Figure 1. Where the registers sit.
Drawn at 1.5 px/um. Other sequential cells in the stronger gray, the rest of the logic in the fainter gray.
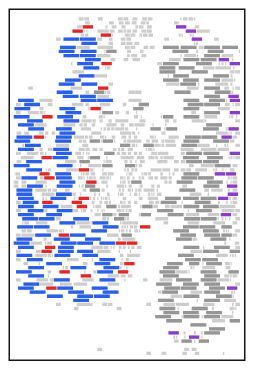
Figure 2. Routing congestion.
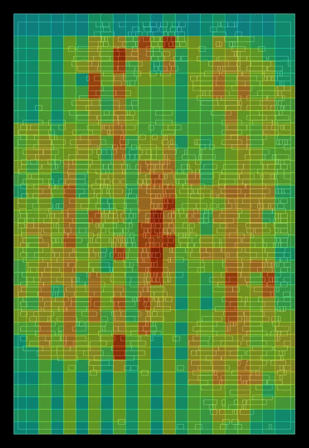
Figure 3. Cells by drive strength.
Drawn at 2 px/um.
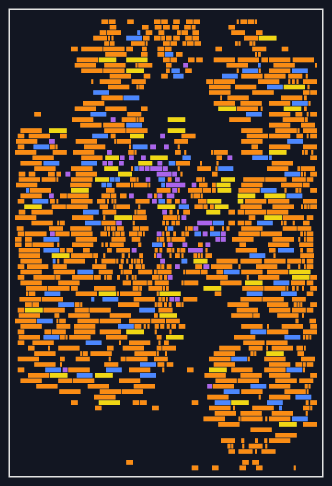
**src/rtl/gonso_seq_pkg.sv**
```systemverilog
// Shared constants, register map and state encoding for the gonso job sequencer.
package gonso_seq_pkg;

  localparam int OP_W  = 20;
  localparam int COL_W = 8;
  localparam int JOB_W = OP_W + COL_W;

  localparam logic [3:0] CMD_OFS    = 4'h0;
  localparam logic [3:0] RESULT_OFS = 4'h4;
  localparam logic [3:0] STATUS_OFS = 4'h8;
  localparam logic [3:0] CTRL_OFS   = 4'hC;

  localparam int ST_IN_LSB  = 0;
  localparam int ST_RES_LSB = 5;
  localparam int ST_BUSY    = 10;
  localparam int ST_OVF     = 11;
  localparam int ST_UNF     = 12;

  localparam int CTRL_EN     = 0;
  localparam int CTRL_IRQ_EN = 1;
  localparam int CTRL_FLUSH  = 2;

  typedef enum logic [1:0] {
    S_IDLE,
    S_ISSUE,
    S_WAIT,
    S_CAPTURE
  } seq_state_e;

  function automatic logic [31:0] status_word(input logic [4:0] in_cnt,
                                              input logic [4:0] res_cnt,
                                              input logic       busy,
                                              input logic       ovf,
                                              input logic       unf);
    logic [31:0] w;
    w = '0;
    w[ST_IN_LSB +: 5]  = in_cnt;
    w[ST_RES_LSB +: 5] = res_cnt;
    w[ST_BUSY]         = busy;
    w[ST_OVF]          = ovf;
    w[ST_UNF]          = unf;
    return w;
  endfunction

endpackage

```
**src/rtl/gonso_sequencer_if.sv**
```systemverilog
// Wishbone slave window signals shared between firmware bus and the sequencer.
interface gonso_sequencer_if;
  logic        wbs_cyc_i;
  logic        wbs_stb_i;
  logic [31:0] wishbone_address;
  logic        wbs_we_i;
  logic [31:0] wbs_dat_i;
  logic [3:0]  wbs_sel_i;
  logic [31:0] wbs_dat_o;
  logic        wbs_ack_o;

  modport slave (
    input  wbs_cyc_i, wbs_stb_i, wishbone_address, wbs_we_i, wbs_dat_i, wbs_sel_i,
    output wbs_dat_o, wbs_ack_o
  );

  modport master (
    output wbs_cyc_i, wbs_stb_i, wishbone_address, wbs_we_i, wbs_dat_i, wbs_sel_i,
    input  wbs_dat_o, wbs_ack_o
  );
endinterface

```
**src/rtl/gonso_fifo.sv**
```systemverilog
// Power-of-two synchronous FIFO with a clear input; a push to a full FIFO
// is accepted only when a pop happens on the same edge.
module gonso_fifo #(
  parameter int WIDTH = 28,
  parameter int DEPTH = 4
) (
  input  logic                   clk,
  input  logic                   rst,
  input  logic                   clear,
  input  logic                   push,
  input  logic                   pop,
  input  logic [WIDTH-1:0]       wdata,
  output logic [WIDTH-1:0]       rdata,
  output logic                   full,
  output logic                   empty,
  output logic [$clog2(DEPTH):0] count
);
  localparam int AW = $clog2(DEPTH);
  localparam logic [AW:0] FULL_CNT = (AW + 1)'(DEPTH);

  logic [WIDTH-1:0] mem_q [DEPTH];
  logic [AW-1:0]    wptr_q, rptr_q;
  logic [AW:0]      count_q;
  logic             do_push, do_pop;

  assign full    = (count_q == FULL_CNT);
  assign empty   = (count_q == '0);
  assign count   = count_q;
  assign rdata   = mem_q[rptr_q];
  assign do_pop  = pop & ~empty;
  assign do_push = push & (~full | do_pop);

  always_ff @(posedge clk) begin
    if (rst || clear) begin
      wptr_q  <= '0;
      rptr_q  <= '0;
      count_q <= '0;
    end else begin
      if (do_push) wptr_q <= wptr_q + 1'b1;
      if (do_pop)  rptr_q <= rptr_q + 1'b1;
      case ({do_push, do_pop})
        2'b10:   count_q <= count_q + 1'b1;
        2'b01:   count_q <= count_q - 1'b1;
        default: count_q <= count_q;
      endcase
    end
  end

  always_ff @(posedge clk) begin
    if (do_push && !clear) mem_q[wptr_q] <= wdata;
  end
endmodule

```
**src/rtl/gonso_sequencer.sv**
```systemverilog
// Wishbone-controlled job sequencer: input/result FIFOs, CTRL/STATUS registers
// and the issue/wait/capture FSM driving the Honzales datapath.
module gonso_sequencer
  import gonso_seq_pkg::*;
#(
  parameter int          DEPTH     = 4,
  parameter int          LATENCY   = 1,
  parameter logic [31:0] BASE_ADDR = 32'h30030010
) (
  input  logic             clk,
  input  logic             rst,
  gonso_sequencer_if.slave wb,
  output logic [OP_W-1:0]  dp_input,
  output logic [COL_W-1:0] dp_color_in,
  input  logic [OP_W-1:0]  dp_output,
  input  logic [COL_W-1:0] dp_color_out,
  output logic             irq
);
  // state   | meaning
  // IDLE    | waiting for enable, a queued job and result space
  // ISSUE   | pop input FIFO, drive datapath, load wait timer
  // WAIT    | timer counts down the datapath latency
  // CAPTURE | push datapath result into the result FIFO
  localparam int         CW        = $clog2(DEPTH) + 1;
  localparam logic [3:0] WAIT_INIT = 4'(LATENCY - 1);

  seq_state_e       state_q, state_d;
  logic [3:0]       wcnt_q, wcnt_d;
  logic             ack_q;
  logic [31:0]      dat_o_q, rdata_d;
  logic             enable_q, irq_en_q, ovf_q, unf_q;
  logic [OP_W-1:0]  dp_input_q;
  logic [COL_W-1:0] dp_color_q;

  logic             req, wr, rd, wr_cmd, rd_res, wr_status, wr_ctrl, flush;
  logic             in_pop, res_push, dp_load;
  logic             in_full, in_empty, res_full, res_empty;
  logic [CW-1:0]    in_count, res_count;
  logic [JOB_W-1:0] in_rdata, res_rdata;
  logic [3:0]       ofs;
  logic             unused_bits;

  assign ofs = wb.wishbone_address[3:0];
  assign req = wb.wbs_cyc_i & wb.wbs_stb_i & ~ack_q &
               (wb.wishbone_address[31:4] == BASE_ADDR[31:4]);
  assign wr  = req & wb.wbs_we_i & wb.wbs_sel_i[0];
  assign rd  = req & ~wb.wbs_we_i;

  assign wr_cmd    = wr & (ofs == CMD_OFS);
  assign wr_status = wr & (ofs == STATUS_OFS);
  assign wr_ctrl   = wr & (ofs == CTRL_OFS);
  assign rd_res    = rd & (ofs == RESULT_OFS);
  assign flush     = wr_ctrl & wb.wbs_dat_i[CTRL_FLUSH];

  assign unused_bits = ^{wb.wbs_dat_i[31:JOB_W], wb.wbs_sel_i[3:1]};

  gonso_fifo #(.WIDTH(JOB_W), .DEPTH(DEPTH)) u_in_fifo (
    .clk   (clk),
    .rst   (rst),
    .clear (flush),
    .push  (wr_cmd),
    .pop   (in_pop),
    .wdata (wb.wbs_dat_i[JOB_W-1:0]),
    .rdata (in_rdata),
    .full  (in_full),
    .empty (in_empty),
    .count (in_count)
  );

  gonso_fifo #(.WIDTH(JOB_W), .DEPTH(DEPTH)) u_res_fifo (
    .clk   (clk),
    .rst   (rst),
    .clear (flush),
    .push  (res_push),
    .pop   (rd_res),
    .wdata ({dp_color_out, dp_output}),
    .rdata (res_rdata),
    .full  (res_full),
    .empty (res_empty),
    .count (res_count)
  );

  always_comb begin
    rdata_d = '0;
    if (rd) begin
      case (ofs)
        RESULT_OFS: rdata_d = res_empty ? 32'h0 : {4'b0, res_rdata};
        STATUS_OFS: rdata_d = status_word(5'(in_count), 5'(res_count),
                                          state_q != S_IDLE, ovf_q, unf_q);
        CTRL_OFS:   rdata_d = {30'b0, irq_en_q, enable_q};
        default:    rdata_d = '0;
      endcase
    end
  end

  always_comb begin
    state_d  = state_q;
    wcnt_d   = wcnt_q;
    in_pop   = 1'b0;
    res_push = 1'b0;
    dp_load  = 1'b0;
    case (state_q)
      S_IDLE: begin
        if (enable_q && !in_empty && !res_full) state_d = S_ISSUE;
      end
      S_ISSUE: begin
        in_pop  = 1'b1;
        dp_load = 1'b1;
        wcnt_d  = WAIT_INIT;
        state_d = S_WAIT;
      end
      S_WAIT: begin
        if (wcnt_q == '0) state_d = S_CAPTURE;
        else              wcnt_d  = wcnt_q - 1'b1;
      end
      S_CAPTURE: begin
        res_push = 1'b1;
        state_d  = S_IDLE;
      end
      default: state_d = S_IDLE;
    endcase
    // flush aborts whatever the job was doing, including a pending capture
    if (flush) begin
      state_d  = S_IDLE;
      in_pop   = 1'b0;
      res_push = 1'b0;
      dp_load  = 1'b0;
    end
  end

  always_ff @(posedge clk) begin
    if (rst) begin
      state_q    <= S_IDLE;
      wcnt_q     <= '0;
      ack_q      <= 1'b0;
      dat_o_q    <= '0;
      enable_q   <= 1'b0;
      irq_en_q   <= 1'b0;
      ovf_q      <= 1'b0;
      unf_q      <= 1'b0;
      dp_input_q <= '0;
      dp_color_q <= '0;
    end else begin
      state_q <= state_d;
      wcnt_q  <= wcnt_d;
      ack_q   <= req;
      if (req) dat_o_q <= rdata_d;
      if (wr_ctrl) begin
        enable_q <= wb.wbs_dat_i[CTRL_EN];
        irq_en_q <= wb.wbs_dat_i[CTRL_IRQ_EN];
      end
      if (wr_status) begin
        ovf_q <= 1'b0;
        unf_q <= 1'b0;
      end else begin
        if (wr_cmd && in_full && !in_pop) ovf_q <= 1'b1;
        if (rd_res && res_empty)          unf_q <= 1'b1;
      end
      if (dp_load) begin
        dp_input_q <= in_rdata[OP_W-1:0];
        dp_color_q <= in_rdata[JOB_W-1:OP_W];
      end
    end
  end

  assign wb.wbs_ack_o = ack_q;
  assign wb.wbs_dat_o = dat_o_q;
  assign dp_input     = dp_input_q;
  assign dp_color_in  = dp_color_q;
  assign irq          = irq_en_q & ~res_empty;
endmodule

```
**src/flat_wrapper.sv**
```systemverilog
// flat-port wrapper written by rule: the top's interface ports become plain ports
module gonso_sequencer_flat import gonso_seq_pkg::*;
#(
  parameter int          DEPTH     = 4,
  parameter int          LATENCY   = 1,
  parameter logic [31:0] BASE_ADDR = 32'h30030010
)
  (clk, rst, dp_input, dp_color_in, dp_output, dp_color_out, irq, wb_wbs_cyc_i, wb_wbs_stb_i, wb_wishbone_address, wb_wbs_we_i, wb_wbs_dat_i, wb_wbs_sel_i, wb_wbs_dat_o, wb_wbs_ack_o);
  gonso_sequencer_if wb_i ();
  input  logic clk;
  input  logic rst;
  output logic [OP_W-1:0] dp_input;
  output logic [COL_W-1:0] dp_color_in;
  input  logic [OP_W-1:0] dp_output;
  input  logic [COL_W-1:0] dp_color_out;
  output logic irq;
  input wire logic [$bits(wb_i.wbs_cyc_i)-1:0] wb_wbs_cyc_i;
  input wire logic [$bits(wb_i.wbs_stb_i)-1:0] wb_wbs_stb_i;
  input wire logic [$bits(wb_i.wishbone_address)-1:0] wb_wishbone_address;
  input wire logic [$bits(wb_i.wbs_we_i)-1:0] wb_wbs_we_i;
  input wire logic [$bits(wb_i.wbs_dat_i)-1:0] wb_wbs_dat_i;
  input wire logic [$bits(wb_i.wbs_sel_i)-1:0] wb_wbs_sel_i;
  output wire logic [$bits(wb_i.wbs_dat_o)-1:0] wb_wbs_dat_o;
  output wire logic [$bits(wb_i.wbs_ack_o)-1:0] wb_wbs_ack_o;
  assign wb_i.wbs_cyc_i = wb_wbs_cyc_i;
  assign wb_i.wbs_stb_i = wb_wbs_stb_i;
  assign wb_i.wishbone_address = wb_wishbone_address;
  assign wb_i.wbs_we_i = wb_wbs_we_i;
  assign wb_i.wbs_dat_i = wb_wbs_dat_i;
  assign wb_i.wbs_sel_i = wb_wbs_sel_i;
  assign wb_wbs_dat_o = wb_i.wbs_dat_o;
  assign wb_wbs_ack_o = wb_i.wbs_ack_o;
  gonso_sequencer #(.DEPTH(DEPTH), .LATENCY(LATENCY), .BASE_ADDR(BASE_ADDR)) u_core (.clk(clk), .rst(rst), .wb(wb_i), .dp_input(dp_input), .dp_color_in(dp_color_in), .dp_output(dp_output), .dp_color_out(dp_color_out), .irq(irq));
endmodule
```
**config.mk**
```make
export PLATFORM = sky130hd
export DESIGN_NAME = gonso_sequencer_flat
export DESIGN_NICKNAME = d
export VERILOG_FILES = /design/src/rtl/gonso_seq_pkg.sv /design/src/rtl/gonso_sequencer_if.sv /design/src/rtl/gonso_fifo.sv /design/src/rtl/gonso_sequencer.sv /design/src/flat_wrapper.sv
export SDC_FILE = /design/constraint.sdc
export NUM_CORES = 1
export LEC_CHECK = 0
export CORE_AREA = 2 2 154 231
export DETAILED_ROUTE_END_ITERATION = 8
export DIE_AREA = 0 0 156 233
export SLEW_MARGIN = 20
export SYNTH_ARGS = -nofsm -noshare
export SYNTH_HDL_FRONTEND = slang
export SYNTH_SLANG_ARGS = --single-unit
```
**constraint.sdc**
```tcl
create_clock -name clk -period 2.7 [get_ports clk]
set_input_delay 0.54 -clock clk [delete_from_list [all_inputs] [get_ports clk]]
set_output_delay 0.54 -clock clk [all_outputs]
set_load 0.005 [all_outputs]
```
==> run_results.csv <==
group,metric,value,unit
yosys,top_cells_by_count,"224 x edfxtp_1, 83 x dfxtp_1, 70 x nand2_1, 56 x mux4_2, 56 x nor2_1",
timing,period_needed,2430,ps
yosys,yosys_warnings,0,
route,drt_iter0_markers,350,
min_path,min_path_type,"reg2reg",
placement,globalplace.congestion,0.802,
min_path,hold_depth,2,
pwr,power.density,675,nW/um^2
pwr,ir_worst_vdd,0.504,mV
critical_path,reg2reg_depth,8,
flow_run,tool_warnings,43,
layout,layout_top_cell,"edfxtp_1",
cts,htree_levels,1,
timing,max_freq,411,MHz
floorplan,row_count,83,
floorplan,die_h,233,um
yosys,syn-cell-area,11900,um^2
critical_path,worstPathArrival,2910,ps
route,totalWireLength,25600,um
global_routing,grt_antenna_before_repair,0,
floorplan,die_x,156,um
cts,cts_root_buffer,"clkbuf_16",
floorplan,fp_util,0.347,
critical_path,critical_path_buf_inv_count,2,
timing,finalHoldViolCount,0,
timing,finalCritPeriodShare,0.901,
timing,slew_headroom,0.592,
yosys,syn_area_per_cell,16.2,um^2
timing,setup_viol,0,
pwr,power_leader,"sequential cells",
pwr,p_comb_frac,0.075,
pwr,p_sw_frac,0.210,
layout,lay_top_cells,"224 x edfxtp_1, 150 x clkdlybuf4s50_1, 81 x dfxtp_1",
placement,dp_cells,1338,
route,ant_nets,0,
status,status,"completed",
pwr,power.switching,2.18,mW
critical_path,rrSetupSlack,520,ps
min_path,hold_start,"u_core.dp_input[6]$_SDFFE_PP0P_",
yosys,ff_type,"edfxtp_1",
placement,hpwl,17200,um
floorplan,pin_count,163,
yosys,synth_cell_types,58,
yosys,synthTopCellsByArea,"edfxtp_1 57%, dfxtp_1 14%, mux4_2 11%",
placement,post-place-ws,-350,ps
layout,fin_area,15400,um^2
global_routing,overflow,0,
timing,rsz0062_at_grt,"false",
pwr,comb-power,783,uW
-- Figure 1 (at the start) --
legend:
  red:
    signal: u_core.wb.wbs_dat_o
    sequential_cells: 28
  purple:
    signal: u_core.dp_input
    sequential_cells: 20
  blue:
    signal: u_core.u_res_fifo.mem_q
    sequential_cells: 112
not colored: 147
sequential cell area share: 0.544
Power Sequential: 5.19 mW

-- Figure 2 (at the start) --
total track usage: 0.142
GRT busiest layer: met2
Final Util: 0.452

-- Figure 3 (at the start) --
legend:
  purple:
    size: _3 and _4 cells
    cells: 59
  blue:
    size: _2 cells
    cells: 85
  orange:
    size: _0 and _1 cells
    cells: 774
  yellow:
    size: _6 and larger
    cells: 51
Buffers excl. clock: 212
Area Growth Syn to Fin: 30.1%

-- flip-flops by register name, indices dropped and copies added, names as in the netlist, 3 cells and up, named ones only --
signal                   cells
u_core.u_in_fifo.mem_q     112
u_core.u_res_fifo.mem_q    112
u_core.wb.wbs_dat_o         28
u_core.dp_input             20
u_core.dp_color_in           8
u_core.wcnt_q                4
u_core.u_in_fifo.count       3
u_core.u_res_fifo.count      3
-- routing by layer --
| metal | vias up | track usage | routed length [um] |
|---|---|---|---|
| met4 | 0 | 0.0416 | 486 |
| met3 | 37 | 0.0268 | 1260 |
| met2 | 144 | 0.271 | 14000 |
| li1 | 3216 | - | - |
| met5 | - | 0 | 0 |
| met1 | 3401 | 0.160 | 9900 |
-- final cells by class --
class                   instances  area [um^2]
fillers                      2999        18700
inverters                      24         90.1
clock inverters                20          269
clock buffers                  36          795
well taps                     425          532
multi-input cells             370         3230
repair buffers                212         2130
flip-flops and latches        307         8390
-- through the flow --
stage / util / power [mW] / TNS [ps] / hold slack [ps]
2_1_floorplan: - / 5.60 / 0 / 453
3_3_place_gp: 0.420 / 6.08 / -65270 / 442
3_5_place_dp: 0.420 / 6.09 / -75080 / 445
4_1_cts: 0.452 / 10.6 / 0 / 447
5_1_grt: 0.452 / 10.8 / 0 / 465
6_report: 0.452 / 10.4 / 0 / 452
-- cells by family (layout without fill, tap and decap cells) --
logic type / Yosys count / after routing / share of synthesized area
AOI/OAI and AO/OA: 93 / 93 / 0.0540
DFF: 307 / 307 / 0.707
adders and majority gates: 16 / 16 / 0.0181
buffers and inverters: 60 / 292 / 0.0233
and+or+nand+nor: 187 / 187 / 0.0799
xor gates and xnor gates: 9 / 9 / 0.00665
other: 1 / 4 / 0.000316
muxes: 61 / 61 / 0.111
No activity file was given, so power comes from the tool's default toggle rates.
